### config.mk
export PLATFORM = sky130hd
export DESIGN_NAME = sqrt_issue_arbiter
export DESIGN_NICKNAME = d
export VERILOG_FILES = /design/src/rtl/sqrt_issue_arbiter.sv
export SDC_FILE = /design/constraint.sdc
export NUM_CORES = 1
export LEC_CHECK = 0
export CAP_MARGIN = 25
export CORE_ASPECT_RATIO = 0.75
export CORE_MARGIN = 2
export CORE_UTILIZATION = 42
export DETAILED_ROUTE_END_ITERATION = 8
export PLACE_DENSITY = 0.95
export REMOVE_ABC_BUFFERS = 1
export SYNTH_ARGS = -nofsm -noshare
export SYNTH_HDL_FRONTEND = slang
export SYNTH_SLANG_ARGS = --single-unit
### constraint.sdc
create_clock -name clk -period 4.6 [get_ports clk]
set_clock_uncertainty 0.1 [all_clocks]
set_input_delay 0.92 -clock clk [delete_from_list [all_inputs] [get_ports clk]]
set_output_delay 0.92 -clock clk [all_outputs]
set_load 0.05 [all_outputs]
### src/rtl/sqrt_issue_arbiter.sv
// rtl/sqrt_issue_arbiter.sv - round-robin issue arbiter sharing one fixed-latency sqrt unit
module sqrt_issue_arbiter #(
  parameter int WIDTH        = 32,
  parameter int N_REQ        = 4,
  parameter int SQRT_LATENCY = 4,
  parameter int ISSUE_GAP    = 1
) (
  input  logic                   clk,
  input  logic                   rst_n,
  input  logic [N_REQ-1:0]       req_valid,
  input  logic [N_REQ*WIDTH-1:0] req_a,
  output logic [N_REQ-1:0]       req_ready,
  output logic                   sqrt_valid_in,
  output logic [WIDTH-1:0]       sqrt_a,
  input  logic                   sqrt_valid_out,
  input  logic [WIDTH-1:0]       sqrt_out,
  output logic [N_REQ-1:0]       rsp_valid,
  output logic [WIDTH-1:0]       rsp_data,
  output logic                   rsp_neg,
  output logic                   busy,
  output logic                   err_tag
);

  localparam int IDW = $clog2(N_REQ);
  localparam int GW  = $clog2(ISSUE_GAP + 1);

  logic [IDW-1:0]          r_ptr;
  logic [GW-1:0]           r_gap;
  logic                    r_vin;
  logic [WIDTH-1:0]        r_a;
  logic [IDW-1:0]          r_iid;
  logic                    r_ineg;
  logic [SQRT_LATENCY-1:0] r_tv;
  logic [IDW-1:0]          r_tid [SQRT_LATENCY];
  logic                    r_tn  [SQRT_LATENCY];
  logic [N_REQ-1:0]        r_rsp_valid;
  logic [WIDTH-1:0]        r_rsp_data;
  logic                    r_rsp_neg;
  logic                    r_err;

  logic                    w_found;
  logic [IDW-1:0]          w_id;
  logic [IDW-1:0]          w_cand;
  logic [WIDTH-1:0]        w_a;
  logic                    w_hs;
  logic                    w_tv;
  logic                    w_ret;

  // Search starts one past the last winner so every requester gets a turn.
  always_comb begin
    w_found = 1'b0;
    w_id    = '0;
    w_cand  = '0;
    w_a     = '0;
    for (int k = 1; k <= N_REQ; k++) begin
      w_cand = IDW'((int'(r_ptr) + k) % N_REQ);
      if (!w_found && req_valid[w_cand]) begin
        w_found = 1'b1;
        w_id    = w_cand;
      end
    end
    for (int i = 0; i < N_REQ; i++) begin
      if (w_id == IDW'(i)) w_a = req_a[i*WIDTH +: WIDTH];
    end
  end

  assign w_hs      = w_found && (r_gap == '0);
  assign req_ready = w_hs ? ({{(N_REQ-1){1'b0}}, 1'b1} << w_id) : '0;

  // Tag output lines up with the unit's valid_out because the pipe is fed from the issue register.
  assign w_tv  = r_tv[SQRT_LATENCY-1];
  assign w_ret = sqrt_valid_out && w_tv;

  always_ff @(posedge clk or negedge rst_n) begin
    if (!rst_n) begin
      r_ptr       <= IDW'(N_REQ - 1);
      r_gap       <= '0;
      r_vin       <= 1'b0;
      r_a         <= '0;
      r_iid       <= '0;
      r_ineg      <= 1'b0;
      r_tv        <= '0;
      for (int i = 0; i < SQRT_LATENCY; i++) begin
        r_tid[i] <= '0;
        r_tn[i]  <= 1'b0;
      end
      r_rsp_valid <= '0;
      r_rsp_data  <= '0;
      r_rsp_neg   <= 1'b0;
      r_err       <= 1'b0;
    end else begin
      r_vin <= w_hs;
      if (w_hs) begin
        r_ptr  <= w_id;
        r_gap  <= GW'(ISSUE_GAP - 1);
        r_a    <= w_a[WIDTH-1] ? '0 : w_a;
        r_iid  <= w_id;
        r_ineg <= w_a[WIDTH-1];
      end else if (r_gap != '0) begin
        r_gap <= r_gap - 1'b1;
      end

      r_tv[0]  <= r_vin;
      r_tid[0] <= r_iid;
      r_tn[0]  <= r_ineg;
      for (int i = 1; i < SQRT_LATENCY; i++) begin
        r_tv[i]  <= r_tv[i-1];
        r_tid[i] <= r_tid[i-1];
        r_tn[i]  <= r_tn[i-1];
      end

      r_rsp_valid <= w_ret ? ({{(N_REQ-1){1'b0}}, 1'b1} << r_tid[SQRT_LATENCY-1]) : '0;
      if (w_ret) begin
        r_rsp_data <= r_tn[SQRT_LATENCY-1] ? '0 : sqrt_out;
        r_rsp_neg  <= r_tn[SQRT_LATENCY-1];
      end
      if (sqrt_valid_out != w_tv) r_err <= 1'b1;
    end
  end

  assign sqrt_valid_in = r_vin;
  assign sqrt_a        = r_a;
  assign rsp_valid     = r_rsp_valid;
  assign rsp_data      = r_rsp_data;
  assign rsp_neg       = r_rsp_neg;
  assign err_tag       = r_err;
  assign busy          = (|r_tv) | r_vin | (|r_rsp_valid);

endmodule

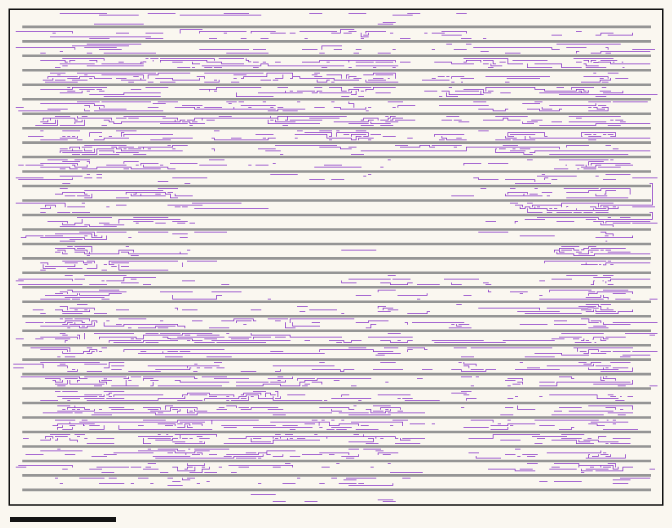
(run_1/m1.png)
The bar under the picture is 20 µm long. Supply wires on this layer in grey.
main direction	horizontal
share of all routed wire	41%
nets with wire on the layer	760
longest straight run	35.0 µm
wire length on this layer	5390 µm

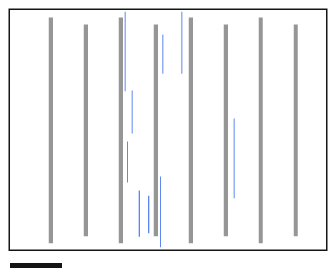
(run_1/m4.png)
The bar under the picture is 20 µm long. Supply wires on this layer in grey.
nets with wire on the layer	8
share of all routed wire	1.5%
main direction	vertical
wire length on this layer	191 µm
sum of routed wire length over all layers: 13200 µm
via count: 4412

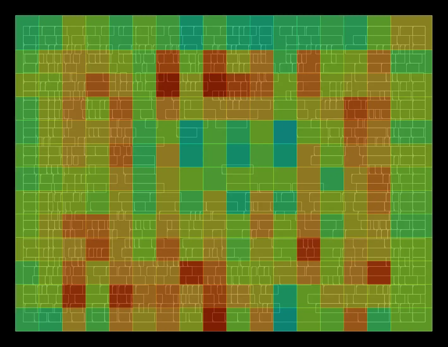
(run_1/congestion_map.png)
met2 usage: 40.0%
GR met1 Demand/Resource: 28.5%

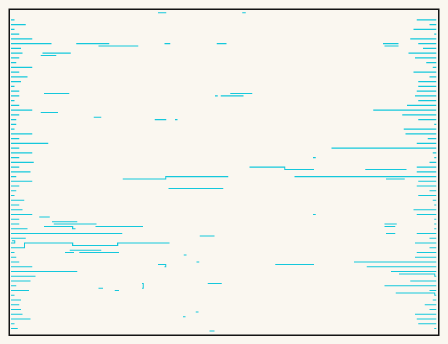
(run_1/m3.png)
share of all routed wire	7.2%
longest straight run	40.3 µm
nets with wire on the layer	160
wire length on this layer	956 µm
main direction	horizontal

[run 1: cell families after synthesis]
logic type	count (synthesis)	share of synthesized area, %
AOI/OAI and AO/OA	169	23.1
and+or+nand+nor	155	16.8
muxes	2	0.480
DFF	91	51.5
other	1	0.0847
adders and majority gates	1	0.282
buffers and inverters	77	7.80
[run 1: worst paths after layout]
kind | from | endpoint | slack, ns | depth (start not counted)
worst max-delay path | req_valid[2] | req_ready[0] | 0.82 | 6
worst min-delay path | r_tid[4] | r_tid[2] | 0.25 | 0
worst max register to register | r_ptr[1] | sqrt_a[12] | 1.53 | 8
worst min register to register | r_tid[4] | r_tid[2] | 0.25 | 0
max in group asynchronous | rst_n | sqrt_a[15] | 2.96 | 2
min in group asynchronous | rst_n | rsp_data[26] | 0.55 | 1
==> run notes, run 1 <==
Latest figures from synthesis and place and route.

The flow ran to the end, and the final reports show no timing, DRC or antenna violations. Buffers inserted to repair hold after CTS numbered 0. Of the total standard cell area in the layout, the sequential portion is 31.9%. Across the whole layout, storage elements account for 2280 µm². Setup repair after global routing left no endpoint under its margin.

According to the cell report, the number of logic gates is 328. Routing resource usage on met3 recorded by global route was 4.80%. The maximum buffer depth of the clock tree is 2. TritonCTS built the clock tree. The overall die size recorded for this design is 11400 µm². The clock distribution power is 0.000691 W.

The number of buffers created by CTS is 9. Walking the worst path, the cells encountered are clkdlybuf4s50_1 -> nand2b_1 -> o21ai_2 -> a211o_2 -> nor3_1 -> buf_4. In the final design database the tool counted 883 nets. In the Yosys stats the netlist draws on 38 distinct library cells. The Yosys warning count is 0. The sequential fraction of design power is 29.4%. Summing internal, switching and leakage power gives 0.00433 W. The number of cells after detailed placement is 840. For this run, the chip area from Yosys synthesis comes to 4430 µm². The max-capacitance violation count is 0. The global-route wire length before repair is 20400 µm.

On the critical path the largest part of the delay comes from buffers and inverters. The number of fillers in the final layout is 733. The number of gates resized after CTS was 0.

The commonest non-fill, non-tap cell in the layout is sky130_fd_sc_hd__clkdlybuf4s50_1. The power consumed by sequential cells is 0.00127 W. The wire length the detailed router placed on met1 is 5390 µm. The total grt overflow is 0. The largest contributor to cell area by class is non-clock buffers. The number of top-level pins is 243. At the placement stage, the worst setup path has a slack of 0.596 ns.

The combinational share of power is 54.6%. The total number of clock tree sinks is 91. The final-layout non-clock buffer area share is 34.4%. The synthesized area divided by synthesized cell count is 8.93 µm². The transition time recorded at the tightest slew-check pin is 0.808 ns.

The cell accounting for the most synthesized area is sky130_fd_sc_hd__dfrtp_1. The clock root buffer master is sky130_fd_sc_hd__clkbuf_16. In the final layout, the clock buffer count is 9. The final critical path time including I/O delays and setup is 3.78 ns. Endpoints with negative setup slack in the final report add up to 0.

The total global-route track usage is 22.8%. Detailed routing placed a total of 955 µm of wire on met3. The largest net degree at the start of global routing is 61. Of the cells placed in the final design, the portion with a size suffix greater than 1 is 5.69%.

The detailed placement HPWL is 10200 µm. Across all hold checks on the routed design, the worst slack comes to 0.246 ns. The floorplan core density is 43.0%. The timing report gives the biggest stage delay along the critical path as 0.64 ns. The share of the clock period used by the worst path after layout is 82.2%. The final tally of hold violations is 0.

The number of warning messages in the logs is 25. By startpoint and endpoint, the worst setup path is classified as input port to primary output. Per the layout report, the design carries 249 non-clock buffers.

In this run the core area contains 32 standard-cell rows. The signed area change from the synthesized netlist to the final layout is 61.3%. The flip-flop and latch count after synthesis is 91. The post-route cell area is 7140 µm².

The finished layout reports a core utilization of 69.4%. The number of optimization iterations in the first detailed-route pass is 5. The most common flop cell mapped by yosys is sky130_fd_sc_hd__dfrtp_1.

The maximum fanout along the worst path is 13. The maximum resistive drop on vdd is 0.000322 V. In this run, the clock network consumes 16.0% of the power. The register with the most flip-flops in the layout has 32 of them.
==> run_1/m2.png <==
Cells faint in the background.
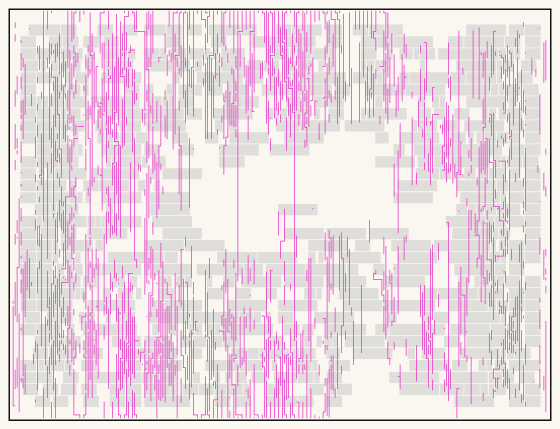

==> inputs of run 2 (changes only) <==
--- a/config.mk
+++ b/config.mk
@@ -8,9 +8,9 @@
 export CAP_MARGIN = 25
 export CORE_ASPECT_RATIO = 0.75
 export CORE_MARGIN = 2
-export CORE_UTILIZATION = 42
+export CORE_UTILIZATION = 39
 export DETAILED_ROUTE_END_ITERATION = 8
-export PLACE_DENSITY = 0.95
+export PLACE_DENSITY = 0.9
 export REMOVE_ABC_BUFFERS = 1
 export SYNTH_ARGS = -nofsm -noshare
 export SYNTH_HDL_FRONTEND = slang
==> constraint.sdc (replaced) <==
create_clock -name clk -period 3.6 [get_ports clk]
set_clock_uncertainty 0.1 [all_clocks]
set_input_delay 0.72 -clock clk [delete_from_list [all_inputs] [get_ports clk]]
set_output_delay 0.72 -clock clk [all_outputs]
set_load 0.05 [all_outputs]
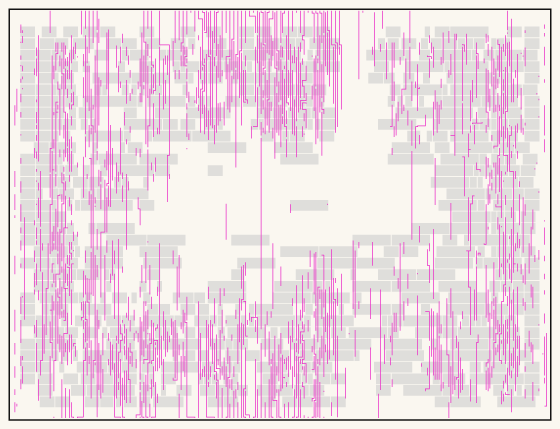
(run_2/m2.png)
Cells faint in the background.
share of all routed wire	49%
main direction	vertical

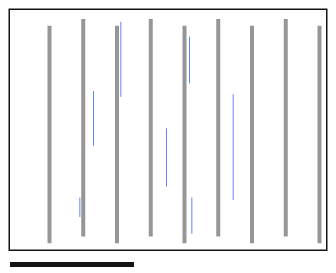
(run_2/m4.png)
The bar under the picture is 50 µm long. Supply wires on this layer in grey.
share of all routed wire	1.2%
wire length on this layer	157 µm
nets with wire on the layer	6

==> run notes, run 2 <==
Latest figures from synthesis and place and route.

The wire length the detailed router placed on met1 is 5580 µm (+3.5%). Per the CTS log, the maximum H-tree level is 3. The detailed placement HPWL is 10100 µm (-0.13%).

The worst stage delay on the critical path is 0.57 ns (-0.07 ns). In the final layout, multi-input gates take up 25.1% of the cell area. The flow ran to the end, and the final reports show no timing, DRC or antenna violations. The largest contributor to cell area by class is non-clock buffers. The distinct cell type count of the synthesized netlist is 38 (unchanged). The most common flop cell mapped by yosys is sky130_fd_sc_hd__dfrtp_1.

The cell type that accounts for the most area after synthesis is sky130_fd_sc_hd__dfrtp_1. The smallest clock period supported by the final layout is computed as 3.34 ns. The met1 layer usage reported by global route is 26.9% (-1.6 points). The final tally of hold violations is 0 (unchanged). The total grt overflow is 0 (unchanged). The count of plain and timing-repair buffers is 253 (+1.6%).

The total number of clock tree sinks is 91 (unchanged). The number of setup violations in the final report was 0 (unchanged). The number of clock buffers in the layout was 9 (unchanged). The via count of the first global-routing pass is 4233.

The TritonCTS clock tree is yes. The total detailed-routing wirelength is 13100 µm (-0.81%). The critical path is of the input port to primary output type.

The pre-CTS worst setup slack was 0.0709 ns (-0.525 ns). The number of warning messages in the logs was 25 (unchanged). The floorplan core density is 40.3% (-2.7 points). The final-layout non-clock buffer area share is 34.8% (+0.42 points).

The Yosys warning count is 0 (unchanged). The met3 usage came to 5.56% (+0.76 points). The flip-flop and latch count after synthesis is 91 (unchanged).

The worst register-to-register path begins at r_ptr[1]. Per STA, the worst path is made up of clkdlybuf4s50_1 -> mux2i_1 -> nor2_1 -> a211o_2 -> nor3_1 -> buf_4. The cell family with the largest share of critical-path delay is buffers and inverters. Per the run report, area growth between synthesis and finish was 62.9%. The tree is rooted in a sky130_fd_sc_hd__clkbuf_16.

The adder and majority cell fraction of the synthesized area is 0.282% (unchanged). The global-route wire length before repair is 20600 µm (+1.0%). The maximum buffer depth of the clock tree is 2 (unchanged). The critical hold path startpoint is r_tid[3]. The layout multi-input combinational cell count came to 328 (unchanged). The number of instances resized during post-cts repair is 0 (unchanged).

The clock group share of total power came to 16.9% (+0.9 points). The transition time at the pin with the least slew margin was 0.726 ns (-0.0818 ns). The number of buffers created by CTS was 9 (unchanged). The max-capacitance violation count is 0 (unchanged). The power consumed by sequential cells is 0.00163 W (+28%).

The clock distribution power came to 0.000946 W (+37%). The maximum fanout along the worst path is 15 (+2). The sequential portion of the cell area came to 31.6% (-0.32 points). The total die size was 12200 µm² (+7.4%).

The number of cells after detailed placement is 848 (+0.95%). The total vias in the final route came to 4349 (-1.4%). The fraction of layout instances using a drive strength above 1 is 6.22% (+0.52 points). The mux cell area share after synthesis is 0.480% (unchanged).

The total cell area reported by yosys after synthesis is 4430 µm² (unchanged). Setup repair after global routing left no endpoint under its margin. The number of fillers in the final layout is 811 (+11%). In the synthesized netlist, the dominant kind of combinational cell is AND-OR/OR-AND gates.

The number of top-level pins was 243 (unchanged). The post-route cell area is 7220 µm² (+1.0%). The largest net degree at the start of global routing is 52 (-15%). The maximum resistive drop on vdd is 0.000326 V (+1.1%). The post-synthesis simple-gate area fraction is 16.8% (unchanged).

The worst hold slack came to 0.246 ns (+0.000173 ns). The xor and xnor area share after synthesis is 0% (unchanged). The number of flip-flops in the largest register came to 32 (unchanged). The utilization after layout came to 65.7% (-3.7 points).

The combinational share of power is 54.1% (-0.5 points).
-- run 2: netlist changes by cell type in the layout (fill, tap and decap cells not counted), sizes merged --
cell and change:
buf +4, bufinv +1, clkinvlp -2, inv +1
-- run 2: logic make-up after synthesis --
family	Yosys count
fa+ha+maj	1
compound gates	169
buf+inv	77
mux	2
other cells	1
simple gates	155
flops	91
-- run 2: worst paths after layout --
| check | depth (start not counted) | to | slack [ns] |
|---|---|---|---|
| worst max-delay path | 6 | req_ready[0] | 0.26 |
| worst min register to register | 0 | r_tid[1] | 0.25 |
| max in group asynchronous | 2 | sqrt_a[19] | 2.48 |
| min in group asynchronous | 1 | rsp_data[7] | 0.28 |
| worst max register to register | 8 | sqrt_a[9] | 0.87 |
| worst min-delay path | 0 | r_tid[1] | 0.25 |
==> inputs of run 3 (changes only) <==
--- a/config.mk
+++ b/config.mk
@@ -10,8 +10,10 @@
 export CORE_MARGIN = 2
 export CORE_UTILIZATION = 39
 export DETAILED_ROUTE_END_ITERATION = 8
+export GPL_ROUTABILITY_DRIVEN = 0
 export PLACE_DENSITY = 0.9
 export REMOVE_ABC_BUFFERS = 1
+export SLEW_MARGIN = 20
 export SYNTH_ARGS = -nofsm -noshare
 export SYNTH_HDL_FRONTEND = slang
 export SYNTH_SLANG_ARGS = --single-unit
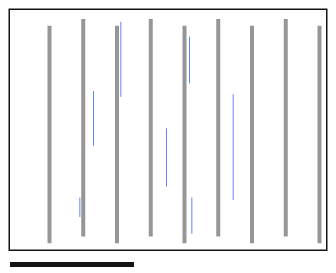
(run_3/m4.png)
The bar under the picture is 50 µm long. Supply wires on this layer in grey.
longest straight run	42.2 µm
nets with wire on the layer	6
via count: 4349
sum of routed wire length over all layers: 13100 µm

==> run notes, run 3 <==
Latest figures from synthesis and place and route.

Leaving out fill and tap cells, the most frequent cells in the layout are 236 x sky130_fd_sc_hd__clkdlybuf4s50_1, 106 x sky130_fd_sc_hd__nand2_1, 89 x sky130_fd_sc_hd__dfrtp_1. The distinct cell type count of the synthesized netlist is 38 (unchanged). The max-capacitance violation count is 0 (unchanged). The clock distribution power came to 0.000946 W (about the same). The post-route cell area is 7220 µm² (unchanged). The number of nets still failing antenna checks after routing is 0. The synthesized instance count is 496. The power consumed by sequential cells is 0.00163 W (about the same).

The total grt overflow is 0 (unchanged). The transition time at the pin with the least slew margin was 0.726 ns (unchanged). The pre-CTS worst setup slack is 0.0709 ns (unchanged).

The final critical path time including I/O delays and setup is 3.34 ns (unchanged). The fraction of layout instances using a drive strength above 1 is 6.22% (unchanged). The cell family with the largest share of critical-path delay is buffers and inverters.

The worst flop-to-flop path startpoint is r_ptr[1]. The report lists the number of standard-cell rows as 33. In the power breakdown, the biggest contributor is combinational cells. Sequential cells burn 29.0% of the power. Sequential elements use 51.5% of the synthesized area. The post-CTS setup repair buffer count is 0.

The maximum buffer depth of the clock tree is 2 (unchanged). The analysis attributes to cell leakage a power of 3.03 nW. TritonCTS built the clock tree. The combinational share of power is 54.1% (about the same). The launch point of the critical path was reported as req_valid[3]. The signed area change from the synthesized netlist to the final layout is 62.9% (unchanged).

The floorplan core density was 40.3% (unchanged). The synthesized netlist devotes 23.1% of its cell area to compound gates. The post-synthesis simple-gate area fraction was 16.8% (unchanged). The utilization after layout is 65.7% (unchanged).

The number of fillers in the final layout came to 811 (unchanged). The maximum resistive drop on vdd is 0.000326 V (unchanged). The number of top-level pins is 243 (unchanged).

The maximum fanout along the worst path came to 15 (unchanged). The worst setup path is launched from an input port. The post-synth count of flops with an enable pin is 0. Of the combinational cells, the family taking the most area is AND-OR/OR-AND gates.

The total number of clock tree sinks came to 91 (unchanged). The number of H-tree levels is 3 (unchanged). The number of flip-flops in the largest register was 32 (unchanged). The total length of routed met3 wires is 1000 µm. The number of setup violations in the final report is 0 (unchanged).

The synthesis run shows the most used standard cells to be 106 x sky130_fd_sc_hd__nand2_1, 89 x sky130_fd_sc_hd__dfrtp_1, 64 x sky130_fd_sc_hd__a21oi_1. Before any placement, the netlist area is recorded as 4430 µm². Setup repair after global routing left no endpoint under its margin. The detailed placement HPWL was 10100 µm (unchanged).

The number of instances resized during post-cts repair came to 0 (unchanged). The capturing element type of the critical path is a primary output. For this design, the CTS-stage hold fixing added 0 buffers. The most common flop cell mapped by yosys is sky130_fd_sc_hd__dfrtp_1. The via count of the first global-routing pass came to 4233 (unchanged). The worst hold slack was 0.246 ns (unchanged). The worst hold path begins at r_tid[3]. The final tally of hold violations is 0 (unchanged). The number of cells after detailed placement is 848 (unchanged).

By startpoint and endpoint, the worst setup path is classified as input port to primary output. The flow ran to the end, and the final reports show no timing, DRC or antenna violations. The flip-flop and latch count after synthesis came to 91 (unchanged). The number of warning messages in the logs came to 25 (unchanged).

The clock reaches the later pin of the worst-skew pair after 0.33 ns. Listed in order, past its start point the critical path passes clkdlybuf4s50_1 -> mux2i_1 -> nor2_1 -> a211o_2 -> nor3_1 -> buf_4. The met1 layer usage reported by global route is 26.9% (unchanged). The total cell area reported by yosys after synthesis was 4430 µm² (unchanged). The adder and majority cell fraction of the synthesized area came to 0.282% (unchanged). The mux cell area share after synthesis is 0.480% (unchanged). According to the floorplan report, the die width is 127 µm. The tree is rooted in a sky130_fd_sc_hd__clkbuf_16. The total die size came to 12200 µm² (unchanged). The xor and xnor area share after synthesis was 0% (unchanged). The Yosys warning count was 0 (unchanged). The initial antenna violation count is 0. The number of buffers created by CTS is 9 (unchanged). The worst stage delay on the critical path was 0.57 ns (about the same). The clock group share of total power is 16.9% (about the same). The largest net degree at the start of global routing is 52 (unchanged).

The met3 usage is 5.56% (unchanged). The wire length the detailed router placed on met1 came to 5580 µm (unchanged). The most congested layer reported by global routing is met2. The power report lists cell-internal power as 0.00307 W. The global-route wire length before repair is 20600 µm (unchanged).

The cell accounting for the most synthesized area is sky130_fd_sc_hd__dfrtp_1. The worst max-slew margin expressed relative to the limit is 51.6%.
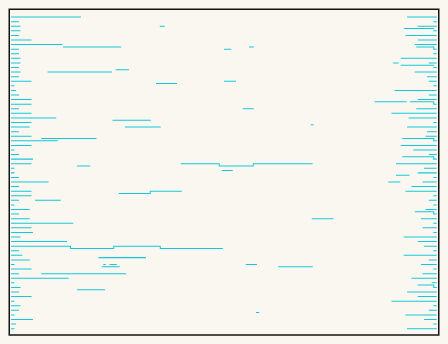
(run_3/m3.png)
nets with wire on the layer	157
longest straight run	24.8 µm
main direction	horizontal
share of all routed wire	7.6%
wire length on this layer	1000 µm

[run 3: cell counts after synthesis]
No cell type changed its count.
[run 3: worst paths after layout]
check / endpoint / slack, ns / depth (start not counted)
max: req_ready[0] / 0.26 / 6
min: r_tid[1] / 0.25 / 0
max in group asynchronous: sqrt_a[19] / 2.48 / 2
min reg2reg: r_tid[1] / 0.25 / 0
max reg2reg: sqrt_a[9] / 0.87 / 8
min in group asynchronous: rsp_data[7] / 0.28 / 1
[run 3: final cells by class]
type | count | area [µm²] | area share (%)
multi-input cells | 328 | 1810 | 25.1
clock inverters | 7 | 78.8 | 1.09
flip-flops and latches | 91 | 2280 | 31.6
well taps | 140 | 175 | 2.43
clock buffers | 9 | 225 | 3.12
repair buffers | 253 | 2510 | 34.8
inverters | 36 | 135 | 1.87
Power is estimated from default activity; no workload was simulated.
